==> config.mk <==
export PLATFORM = sky130hd
export DESIGN_NAME = serial_shifter_flat
export DESIGN_NICKNAME = d
export VERILOG_FILES = /design/src/rtl/serial_shifter_pkg.sv /design/src/rtl/serial_shifter_if.sv /design/src/rtl/serial_shifter_step.sv /design/src/rtl/serial_shifter.sv /design/src/flat_wrapper.sv
export SDC_FILE = /design/constraint.sdc
export NUM_CORES = 1
export LEC_CHECK = 0
export ABC_AREA = 1
export CAP_MARGIN = 10
export CORE_ASPECT_RATIO = 0.7
export CORE_MARGIN = 4
export CORE_UTILIZATION = 35
export CTS_CLUSTER_SIZE = 25
export DETAILED_ROUTE_END_ITERATION = 8
export MAX_ROUTING_LAYER = met4
export PLACE_DENSITY_LB_ADDON = 0.3
export SYNTH_ARGS = -nofsm -noshare
export SYNTH_HDL_FRONTEND = slang
export SYNTH_SLANG_ARGS = --single-unit
export TNS_END_PERCENT = 20
==> constraint.sdc <==
create_clock -name clk -period 3.9 [get_ports clk]
set_input_delay 0.39 -clock clk [delete_from_list [all_inputs] [get_ports clk]]
set_output_delay 0.39 -clock clk [all_outputs]
set_load 0.02 [all_outputs]
==> src/rtl/serial_shifter_pkg.sv <==
// ==== shift_pkg: shared mode encoding and amount helpers for serial_shifter ====
// Rev 1.0
`default_nettype none

package shift_pkg;

  typedef enum logic [1:0] {
    SLL = 2'b00,
    SRL = 2'b01,
    SRA = 2'b10,
    ROR = 2'b11
  } shift_mode_e;

  function automatic int amt_width(input int width);
    return $clog2(width) + 1;
  endfunction

  // Linear shifts saturate at width; rotates wrap because a full turn is identity.
  function automatic int eff_amt(input int amt, input shift_mode_e mode, input int width);
    if (mode == ROR) return amt % width;
    return (amt > width) ? width : amt;
  endfunction

endpackage

`default_nettype wire

==> src/rtl/serial_shifter_if.sv <==
// ==== serial_shifter_if: operand/result valid-ready handshakes plus status ====
// Rev 1.0
`default_nettype none

interface serial_shifter_if #(
  parameter int WIDTH = 32,
  parameter int AMT_W = $clog2(WIDTH) + 1
);
  logic             in_valid;
  logic             in_ready;
  logic [WIDTH-1:0] in_data;
  logic [AMT_W-1:0] in_amt;
  logic [1:0]       in_mode;
  logic             in_signed;
  logic             out_valid;
  logic             out_ready;
  logic [WIDTH-1:0] out_data;
  logic             busy;

  modport master (
    output in_valid, in_data, in_amt, in_mode, in_signed, out_ready,
    input  in_ready, out_valid, out_data, busy
  );

  modport slave (
    input  in_valid, in_data, in_amt, in_mode, in_signed, out_ready,
    output in_ready, out_valid, out_data, busy
  );
endinterface

`default_nettype wire

==> src/rtl/serial_shifter_step.sv <==
// ==== shift_step: one combinational shift of up to STEP bits ====
// Rev 1.0
`default_nettype none

module shift_step
  import shift_pkg::*;
#(
  parameter int WIDTH = 32,
  parameter int STEP  = 1,
  parameter int K_W   = $clog2(STEP + 1)
) (
  input  logic [WIDTH-1:0] i_data,
  input  logic [K_W-1:0]   i_k,
  input  shift_mode_e      i_mode,
  input  logic             i_sign,
  output logic [WIDTH-1:0] o_data
);

  logic w_fill;

  // The MSB never changes under a sign-filling shift, so it stays the latched sign.
  assign w_fill = (i_mode == SRA) && i_sign && i_data[WIDTH-1];

  always_comb begin
    o_data = i_data;
    unique case (i_mode)
      SLL:      o_data = i_data << i_k;
      SRL, SRA: o_data = WIDTH'({{WIDTH{w_fill}}, i_data} >> i_k);
      ROR:      o_data = WIDTH'({i_data, i_data} >> i_k);
      default:  o_data = i_data;
    endcase
  end

endmodule

`default_nettype wire

==> src/rtl/serial_shifter.sv <==
// ==== serial_shifter: multi-cycle SLL/SRL/SRA/ROR unit, STEP bits per clock ====
// Rev 1.0
`default_nettype none

module serial_shifter
  import shift_pkg::*;
#(
  parameter int WIDTH = 32,
  parameter int STEP  = 1,
  parameter int AMT_W = amt_width(WIDTH)
) (
  input  logic            clk,
  input  logic            reset,
  serial_shifter_if.slave bus
);

  localparam int K_W = $clog2(STEP + 1);

  if (WIDTH < 2 || (WIDTH & (WIDTH - 1)) != 0) begin : g_bad_width
    $error("serial_shifter: WIDTH must be a power of two >= 2");
  end
  if (STEP < 1 || STEP > WIDTH) begin : g_bad_step
    $error("serial_shifter: STEP must be in 1..WIDTH");
  end
  if (AMT_W != amt_width(WIDTH)) begin : g_bad_amt_w
    $error("serial_shifter: AMT_W is derived and must not be overridden");
  end

  typedef enum logic [1:0] {
    S_IDLE  = 2'd0,
    S_SHIFT = 2'd1,
    S_DONE  = 2'd2
  } state_e;

  state_e           r_state;
  logic [WIDTH-1:0] r_data;
  logic [WIDTH-1:0] r_golden;
  logic [AMT_W-1:0] r_rem;
  shift_mode_e      r_mode;
  logic             r_sign;
  logic             r_out_valid;

  shift_mode_e      w_in_mode;
  logic [AMT_W-1:0] w_eff;
  logic [AMT_W-1:0] w_k_full;
  logic [K_W-1:0]   w_k;
  logic [WIDTH-1:0] w_step_data;
  logic [WIDTH-1:0] w_golden;

  assign w_in_mode = shift_mode_e'(bus.in_mode);
  assign w_eff     = AMT_W'(eff_amt(int'(bus.in_amt), w_in_mode, WIDTH));
  assign w_k_full  = (r_rem > AMT_W'(STEP)) ? AMT_W'(STEP) : r_rem;
  assign w_k       = K_W'(w_k_full);

  assign bus.in_ready  = (r_state == S_IDLE) && !reset;
  assign bus.out_valid = r_out_valid;
  assign bus.out_data  = r_data;
  assign bus.busy      = (r_state != S_IDLE);

  shift_step #(
    .WIDTH (WIDTH),
    .STEP  (STEP),
    .K_W   (K_W)
  ) u_step (
    .i_data (r_data),
    .i_k    (w_k),
    .i_mode (r_mode),
    .i_sign (r_sign),
    .o_data (w_step_data)
  );

  // Single-cycle reference result, captured at accept and held for the check.
  always_comb begin
    w_golden = '0;
    unique case (w_in_mode)
      SLL: w_golden = bus.in_data << bus.in_amt;
      SRL: w_golden = bus.in_data >> bus.in_amt;
      SRA: begin
        if (bus.in_signed) w_golden = $signed(bus.in_data) >>> bus.in_amt;
        else               w_golden = $unsigned(bus.in_data) >>> bus.in_amt;
      end
      ROR: w_golden = WIDTH'({bus.in_data, bus.in_data} >> bus.in_amt[AMT_W-2:0]);
      default: w_golden = '0;
    endcase
  end

  always_ff @(posedge clk) begin
    if (reset) begin
      r_state     <= S_IDLE;
      r_data      <= '0;
      r_golden    <= '0;
      r_rem       <= '0;
      r_mode      <= SLL;
      r_sign      <= 1'b0;
      r_out_valid <= 1'b0;
    end else begin
      unique case (r_state)
        S_IDLE: begin
          if (bus.in_valid) begin
            r_data   <= bus.in_data;
            r_mode   <= w_in_mode;
            r_sign   <= bus.in_signed;
            r_golden <= w_golden;
            r_rem    <= w_eff;
            if (w_eff == '0) begin
              r_state     <= S_DONE;
              r_out_valid <= 1'b1;
            end else begin
              r_state <= S_SHIFT;
            end
          end
        end
        S_SHIFT: begin
          r_data <= w_step_data;
          r_rem  <= r_rem - w_k_full;
          if (r_rem == w_k_full) begin
            r_state     <= S_DONE;
            r_out_valid <= 1'b1;
          end
        end
        S_DONE: begin
          if (bus.out_ready) begin
            r_state     <= S_IDLE;
            r_out_valid <= 1'b0;
          end
        end
        default: begin
          r_state     <= S_IDLE;
          r_out_valid <= 1'b0;
        end
      endcase
    end
  end

  a_golden: assert property (@(posedge clk) disable iff (reset)
    r_out_valid |-> (r_data == r_golden));

endmodule

`default_nettype wire
==> src/flat_wrapper.sv <==
// flat-port wrapper written by rule: the top's interface ports become plain ports
module serial_shifter_flat import shift_pkg::*;
#(
  parameter int WIDTH = 32,
  parameter int STEP  = 1,
  parameter int AMT_W = amt_width(WIDTH)
)
  (clk, reset, bus_in_valid, bus_in_data, bus_in_amt, bus_in_mode, bus_in_signed, bus_out_ready, bus_in_ready, bus_out_valid, bus_out_data, bus_busy);
  serial_shifter_if #(.WIDTH(WIDTH), .AMT_W(AMT_W)) bus_i ();
  input  logic clk;
  input  logic reset;
  input wire logic [$bits(bus_i.in_valid)-1:0] bus_in_valid;
  input wire logic [$bits(bus_i.in_data)-1:0] bus_in_data;
  input wire logic [$bits(bus_i.in_amt)-1:0] bus_in_amt;
  input wire logic [$bits(bus_i.in_mode)-1:0] bus_in_mode;
  input wire logic [$bits(bus_i.in_signed)-1:0] bus_in_signed;
  input wire logic [$bits(bus_i.out_ready)-1:0] bus_out_ready;
  output wire logic [$bits(bus_i.in_ready)-1:0] bus_in_ready;
  output wire logic [$bits(bus_i.out_valid)-1:0] bus_out_valid;
  output wire logic [$bits(bus_i.out_data)-1:0] bus_out_data;
  output wire logic [$bits(bus_i.busy)-1:0] bus_busy;
  assign bus_i.in_valid = bus_in_valid;
  assign bus_i.in_data = bus_in_data;
  assign bus_i.in_amt = bus_in_amt;
  assign bus_i.in_mode = bus_in_mode;
  assign bus_i.in_signed = bus_in_signed;
  assign bus_i.out_ready = bus_out_ready;
  assign bus_in_ready = bus_i.in_ready;
  assign bus_out_valid = bus_i.out_valid;
  assign bus_out_data = bus_i.out_data;
  assign bus_busy = bus_i.busy;
  serial_shifter #(.WIDTH(WIDTH), .STEP(STEP), .AMT_W(AMT_W)) u_core (.clk(clk), .reset(reset), .bus(bus_i));
endmodule
Figure 1. Sequential cells coloured by netlist name (run 1).
Bar = 20 um. Other sequential cells in the stronger grey, the rest of the logic in the fainter grey.
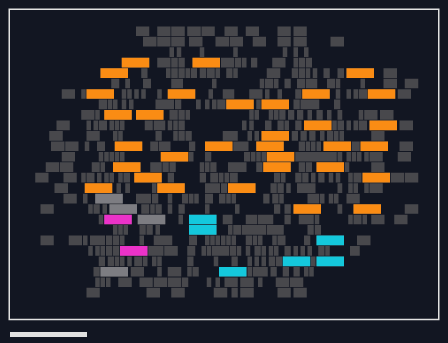
colour	name in the netlist	sequential cells
orange	u_core.bus.out_data	32
cyan	u_core.r_rem	6
magenta	u_core.r_state	2
not coloured	4

Figure 2. Wiring by layer (run 1).
Bar = 20 um.
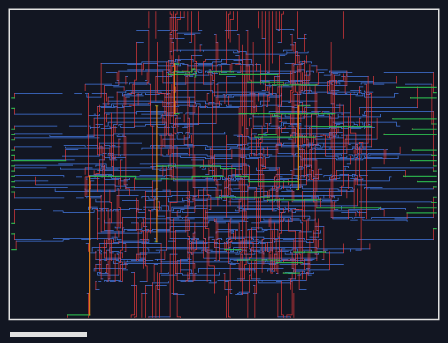
colour	layer	wire length
blue	met1	4110 um
orange	met4	106 um
green	met3	405 um
red	met2	3300 um

==> CHANGELOG.md, run 1 <==
### Implementation results

* Run status: finished, final reports clean
* GR peak layer: met1
* Critical path peak fanout at 4
* Clock share of power at 0.184
* Die W at 111.3 um
* Count of library flops with an enable pin at 0
* Final Hold Fails at 0
* Final setup violation count at 0
* CP Class: reg2out
* Late-Pin Clk Latency at between 0.3 and 0.4 ns
* Sequential cell area share at 0.2521
* IO buf count at slightly below 80
* # Cells Yosys at 396
* Setup WS pre-CTS at between 1.5 and 2 ns
* Worst EP arrival at between 1.5 and 2 ns
* Mux share at 0
* Met2 Use GR at 0.2557
* H-Tree Depth at 2
* Min Hold Slack at around 0.46 ns
* Top non-seq family: simple AND/OR/NAND/NOR gates
* Clk_skew at approximately 0.0058 ns
* Synth Area in XOR/XNOR at 0
* Power in the clock group at ~360 uW
* Resized cells post-CTS at 0
* Top cell area share at 0.3368
* Non-Clock Inverter Count at 29
* Critical Path End Type: output pin
* Final HPWL DP at roughly 5.6 mm
* GRT Residual Overflow at 0
* Reg2reg path depth at 7
* Critical Path Source: u_core.r_state[0]
* Fin Setup TNS at 0 ns
* Count leader, synth: nand2_1
* Sw Pwr at slightly below 900 uW
* Total vias in the final route at 2767
* Power density over the cells at between 500 and 600 mW/mm2
* # DRC at 0
* Post-layout period usage at 0.5318
* Setup crit end: bus_in_ready
* Cells along the critical path: nor2_2 > inv_1 > nor2_1 > clkdlybuf4s50_1
* Setup Fix Bufs, Post-CTS at 0
* Vias in the first global route at approximately 2500
* Pre-Place Util at 0.3589
* R2R Path End: u_core.bus.out_data[19]
* Hold EP: u_core.bus.out_valid
* Synth Area per Inst at 6.604 um2
* Non-CTS buffers at about 80
* Power Total at a little under 2 mW
* Slew Viols, Final at 0
* Number of synthesized register bits at 44
* WL met3 at 404 um
Figure 3. The clock network (run 1).
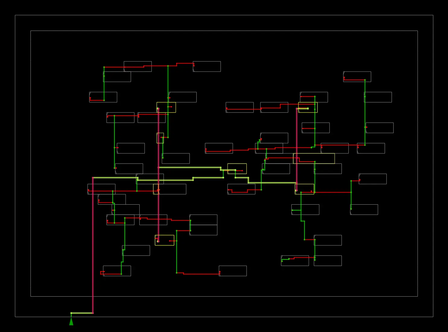
TritonCTS buffer count: 5
flop count: 44

==> run 1 -> run 2 <==
clock period = 1.9 ns   (was 3.9 ns; I/O delays follow)
==> run 2 against run 1 <==
  * Non-clock buffer count rose by 3
  * Final cell count rose by 0.36%
  * Worst hold slack barely moved
  * Sequential cell count did not move
  * Critical path type unchanged
  * Largest cell class unchanged
  * Global-route usage rose by 0.33 points
  * Final area rose by 0.47%
  * Highest routed layer unchanged
==> CHANGELOG.md, run 2 <==
### Implementation results

* Run status: finished, final reports clean
* Flop count at 44 (unchanged)
* Hold EP: u_core.bus.out_valid
* Number of synthesized register bits at 44 (unchanged)
* Commonest cells post-synth: nand2_1, nand3_1, dfxtp_1
* Late-Pin Clk Latency at 0.30 ns (about the same)
* IO buf count at 79 (unchanged)
* Count leader, synth: nand2_1
* Count of library flops with an enable pin at 0 (unchanged)
* GR peak layer: met2
* Resized cells post-CTS at 0 (unchanged)
* # DRC at 0 (unchanged)
* Top cell area share at 0.3368 (unchanged)
* Critical-path top delay cell: clkdlybuf4s50_1
* Post-layout period usage at 0.9431
* Final Hold Fails at 0 (unchanged)
* Slew Viols, Final at 0 (unchanged)
* Worst EP arrival at 1.60 ns (-0.08 ns)
* Total vias in the final route at 2818 (+1.8%)
* CP Class: reg2out
* Min Hold Slack at 0.4546 ns (-0.0004310 ns)
* Final HPWL DP at 5.747 mm (+2.5%)
* Non-CTS buffers at 83 (+3.8%)
* Vias in the first global route at 2537 (-0.039%)
* Setup WS pre-CTS at 0.2694 ns (-1.612 ns)
* Fin Setup TNS at 0 ns (unchanged)
* Critical Path End Type: output pin
* Max reg flops at 32
* Synth Area per Inst at 6.604 um2 (unchanged)
* # Cells Yosys at 396 (unchanged)
* Seq power at between 1 and 1.5 mW
* Pre-Place Util at 0.3589 (unchanged)
* Die W at 111.3 um (unchanged)
* Cells along the critical path: nor2_4 > inv_1 > nor2_1 > clkdlybuf4s50_1
* Sw Pwr at 1.777 mW (+100%)
* Power Total at 3.956 mW (+100%)
* Sequential cell area share at 0.2510 (-0.001169)
* WL met3 at 552 um (+37%)
* R2R Path End: u_core.bus.out_data[9]
* Synth Area in XOR/XNOR at 0 (unchanged)
* Final setup violation count at 0 (unchanged)
* Non-Clock Inverter Count at 29 (unchanged)
* Mux share at 0 (unchanged)
* Core Rows at 26
* Critical Path Source: u_core.r_state[0]
* Fa+ha+maj area frac at 0.004785
* Power in the clock group at 641 uW (+79%)
* Setup crit end: bus_in_ready
* Internal power at 2.179 mW
* TritonCTS buffer count at 5 (unchanged)
* Reg2reg path depth at 7 (unchanged)
* Setup Fix Bufs, Post-CTS at 0 (unchanged)
* Critical path peak fanout at 4 (unchanged)
* Clk_skew at 0.008108 ns (+0.002349 ns)
* Met2 Use GR at 0.2611 (+0.005415)
* Clock share of power at 0.162 (-0.022)
* Logic area at approximately 0.0015 mm2
* Logic share of the area at 0.4196
* H-Tree Depth at 2 (unchanged)
* Seq/Total Area, Yosys at 0.3368
* Placed cell areas at 0.003408 mm2
* GRT Residual Overflow at 0 (unchanged)
* Power density over the cells at 1127 mW/mm2 (+100%)
* Post-Syn Nets at approximately 440
Figure 4. Nets reached from selected ports (run 2).
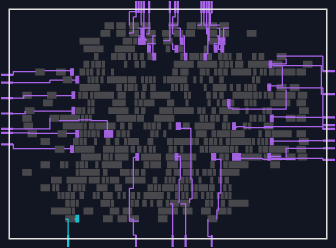
colour	port	direction	end cells	buffers	wire
purple	bus_in_data	input	32	32	770 um
cyan	bus_out_ready	input	1	1	7.80 um

==> run 2 -> run 3 <==
--- a/config.mk
+++ b/config.mk
@@ -10,3 +10,3 @@
 export CORE_ASPECT_RATIO = 0.7
-export CORE_MARGIN = 4
+export CORE_MARGIN = 5
 export CORE_UTILIZATION = 35
@@ -16,2 +16,3 @@
 export PLACE_DENSITY_LB_ADDON = 0.3
+export SKIP_LAST_GASP = 1
 export SYNTH_ARGS = -nofsm -noshare
==> constraint.sdc (replaced) <==
create_clock -name clk -period 1.9 [get_ports clk]
set_input_delay 0.38 -clock clk [delete_from_list [all_inputs] [get_ports clk]]
set_output_delay 0.38 -clock clk [all_outputs]
set_load 0.02 [all_outputs]
==> run 3 against run 2 <==
  * Final cell count grew 0.53%
  * Maximum frequency fell by 1.7%
  * Worst hold slack got worse by 0.0013 ns
  * Critical path depth shrank 1
  * Synthesized area unchanged
  * Highest routed layer unchanged
  * Worst setup slack lost 0.032 ns
  * Utilization grew 0.27 points
  * Final area rose by 0.57%
==> CHANGELOG.md, run 3 <==
### Implementation results

* Run status: finished, final reports clean
* Core Rows at 26 (unchanged)
* Sequential cell area share at 0.2496 (-0.001424)
* Critical Path End Type: output pin
* Max reg flops at 32 (unchanged)
* Die W at 113.3 um (+1.8%)
* Total vias in the final route at 2801 (-0.60%)
* Synth area leaders: dfxtp_1, nand2_1, nand3_1
* IO buf count at 79 (unchanged)
* RSZ-0062 raised after global routing: false
* TritonCTS buffer count at 5 (unchanged)
* # DRC at 0 (unchanged)
* Leading cell kind: multi-input combinational cells
* Flop count at 44 (unchanged)
* Cells along the critical path: nor2_2 > inv_1 > clkdlybuf4s50_1
* FILL cells at between 700 and 800
* Hold EP: u_core.bus.out_valid
* Post-route cell area at about 0.0035 mm2
* Number of synthesized register bits at 44 (unchanged)
* Synth Area per Inst at 6.604 um2 (unchanged)
* Initial DRC count at between 200 and 250
* R2R Path End: u_core.r_rem[4]
* Setup crit end: bus_busy
* Reg2reg path depth at 9 (+2)
* Clk_skew at 0.004936 ns (-0.003172 ns)
* Internal power at 2.254 mW (+3.5%)
* Critical Path Source: u_core.r_state[0]
* Power density over the cells at 1147 mW/mm2 (+1.8%)
* Slew Viols, Final at 0 (unchanged)
* Sw Share at 0.4434
* Min Hold Slack at 0.4534 ns (-0.001250 ns)
* Power Total at 4.050 mW (+2.4%)
* Late-Pin Clk Latency at 0.30 ns (about the same)
* Worst EP arrival at 1.44 ns (-0.16 ns)
* Sw Pwr at 1.796 mW (+1.0%)
* Clock share of power at 0.178 (+0.016)
* Fin Setup TNS at 0 ns (unchanged)
* # Cells Yosys at 396 (unchanged)
* Fa+ha+maj area frac at 0.004785 (unchanged)
* Mux share at 0 (unchanged)
* Non-Clock Inverter Count at 29 (unchanged)
* Vias in the first global route at 2526 (-0.43%)
* Pre-Place Util at 0.3589 (unchanged)
* Commonest cells post-synth: nand2_1, nand3_1, dfxtp_1
* Final Hold Fails at 0 (unchanged)
* OpenROAD warnings at 26
* Met2 Use GR at 0.2642 (+0.003053)
* GR peak layer: met2
* Critical path peak fanout at 3 (-1)
* Count of library flops with an enable pin at 0 (unchanged)
* FFs w/ async S/R, synth at 0
* GRT Residual Overflow at 0 (unchanged)
* Seq power at 1.33 mW (about the same)
* Power in the clock group at 720 uW (+12%)
* Setup WS pre-CTS at -0.05439 ns (-0.3238 ns)
* Hold Crit Depth at 2
* CP Class: reg2out
* Resized cells post-CTS at 1 (+1)
* Synth Area in XOR/XNOR at 0 (unchanged)
* Logic share of the area at 0.4158 (-0.003797)
* Top cell area share at 0.3368 (unchanged)
* Seq/Total Area, Yosys at 0.3368 (unchanged)
* Delay-heaviest family, CP: buffers and inverters
* WL met3 at 476 um (-14%)
* H-Tree Depth at 2 (unchanged)
* Setup Fix Bufs, Post-CTS at 0 (unchanged)
* Final HPWL DP at 5.811 mm (+1.1%)
* Critical-path top delay cell: clkdlybuf4s50_1
Figure 5. Wiring by layer (run 3).
Bar = 20 um.
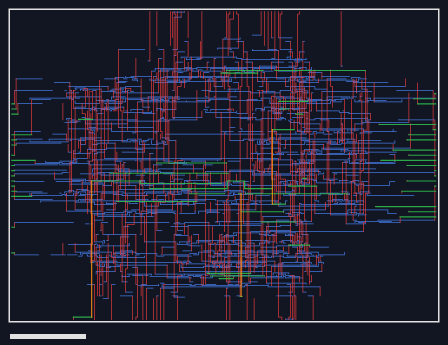
colour	layer	wire length
red	met2	3460 um
green	met3	477 um
blue	met1	4010 um
orange	met4	83.0 um


## Gallery

Cell sizes after repair.
Bar = 20 um.
(a)
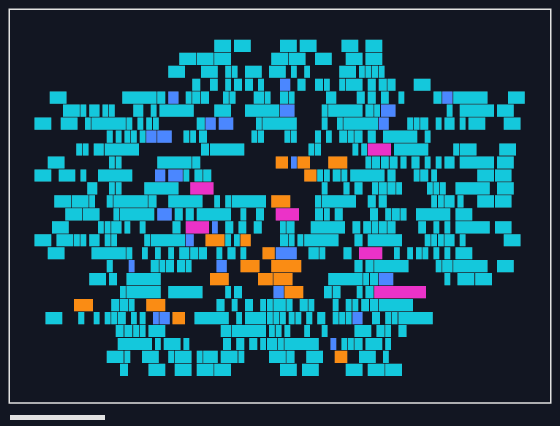
(b)
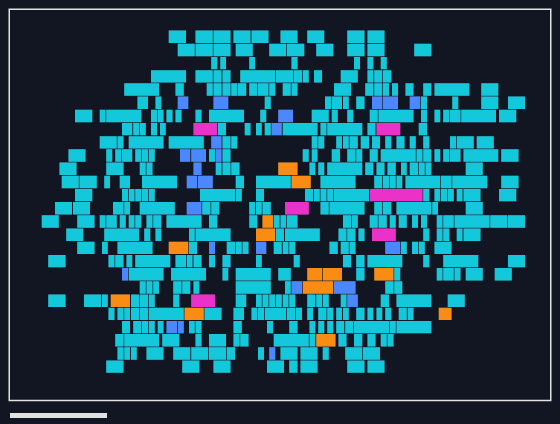
run 3: (a)
run 1: (b)

Key to (b):
colour	size	cells	share	most used
orange	drive 3 to 4	13	2.8%	nand2_4
magenta	drive 6 and up	6	1.3%	clkbuf_8
blue	drive 2	25	5.4%	nand2_2
cyan	drive 1 or less	421	91%	nand2_1

Power figures rest on the tool's default switching activity, not on a simulated workload.
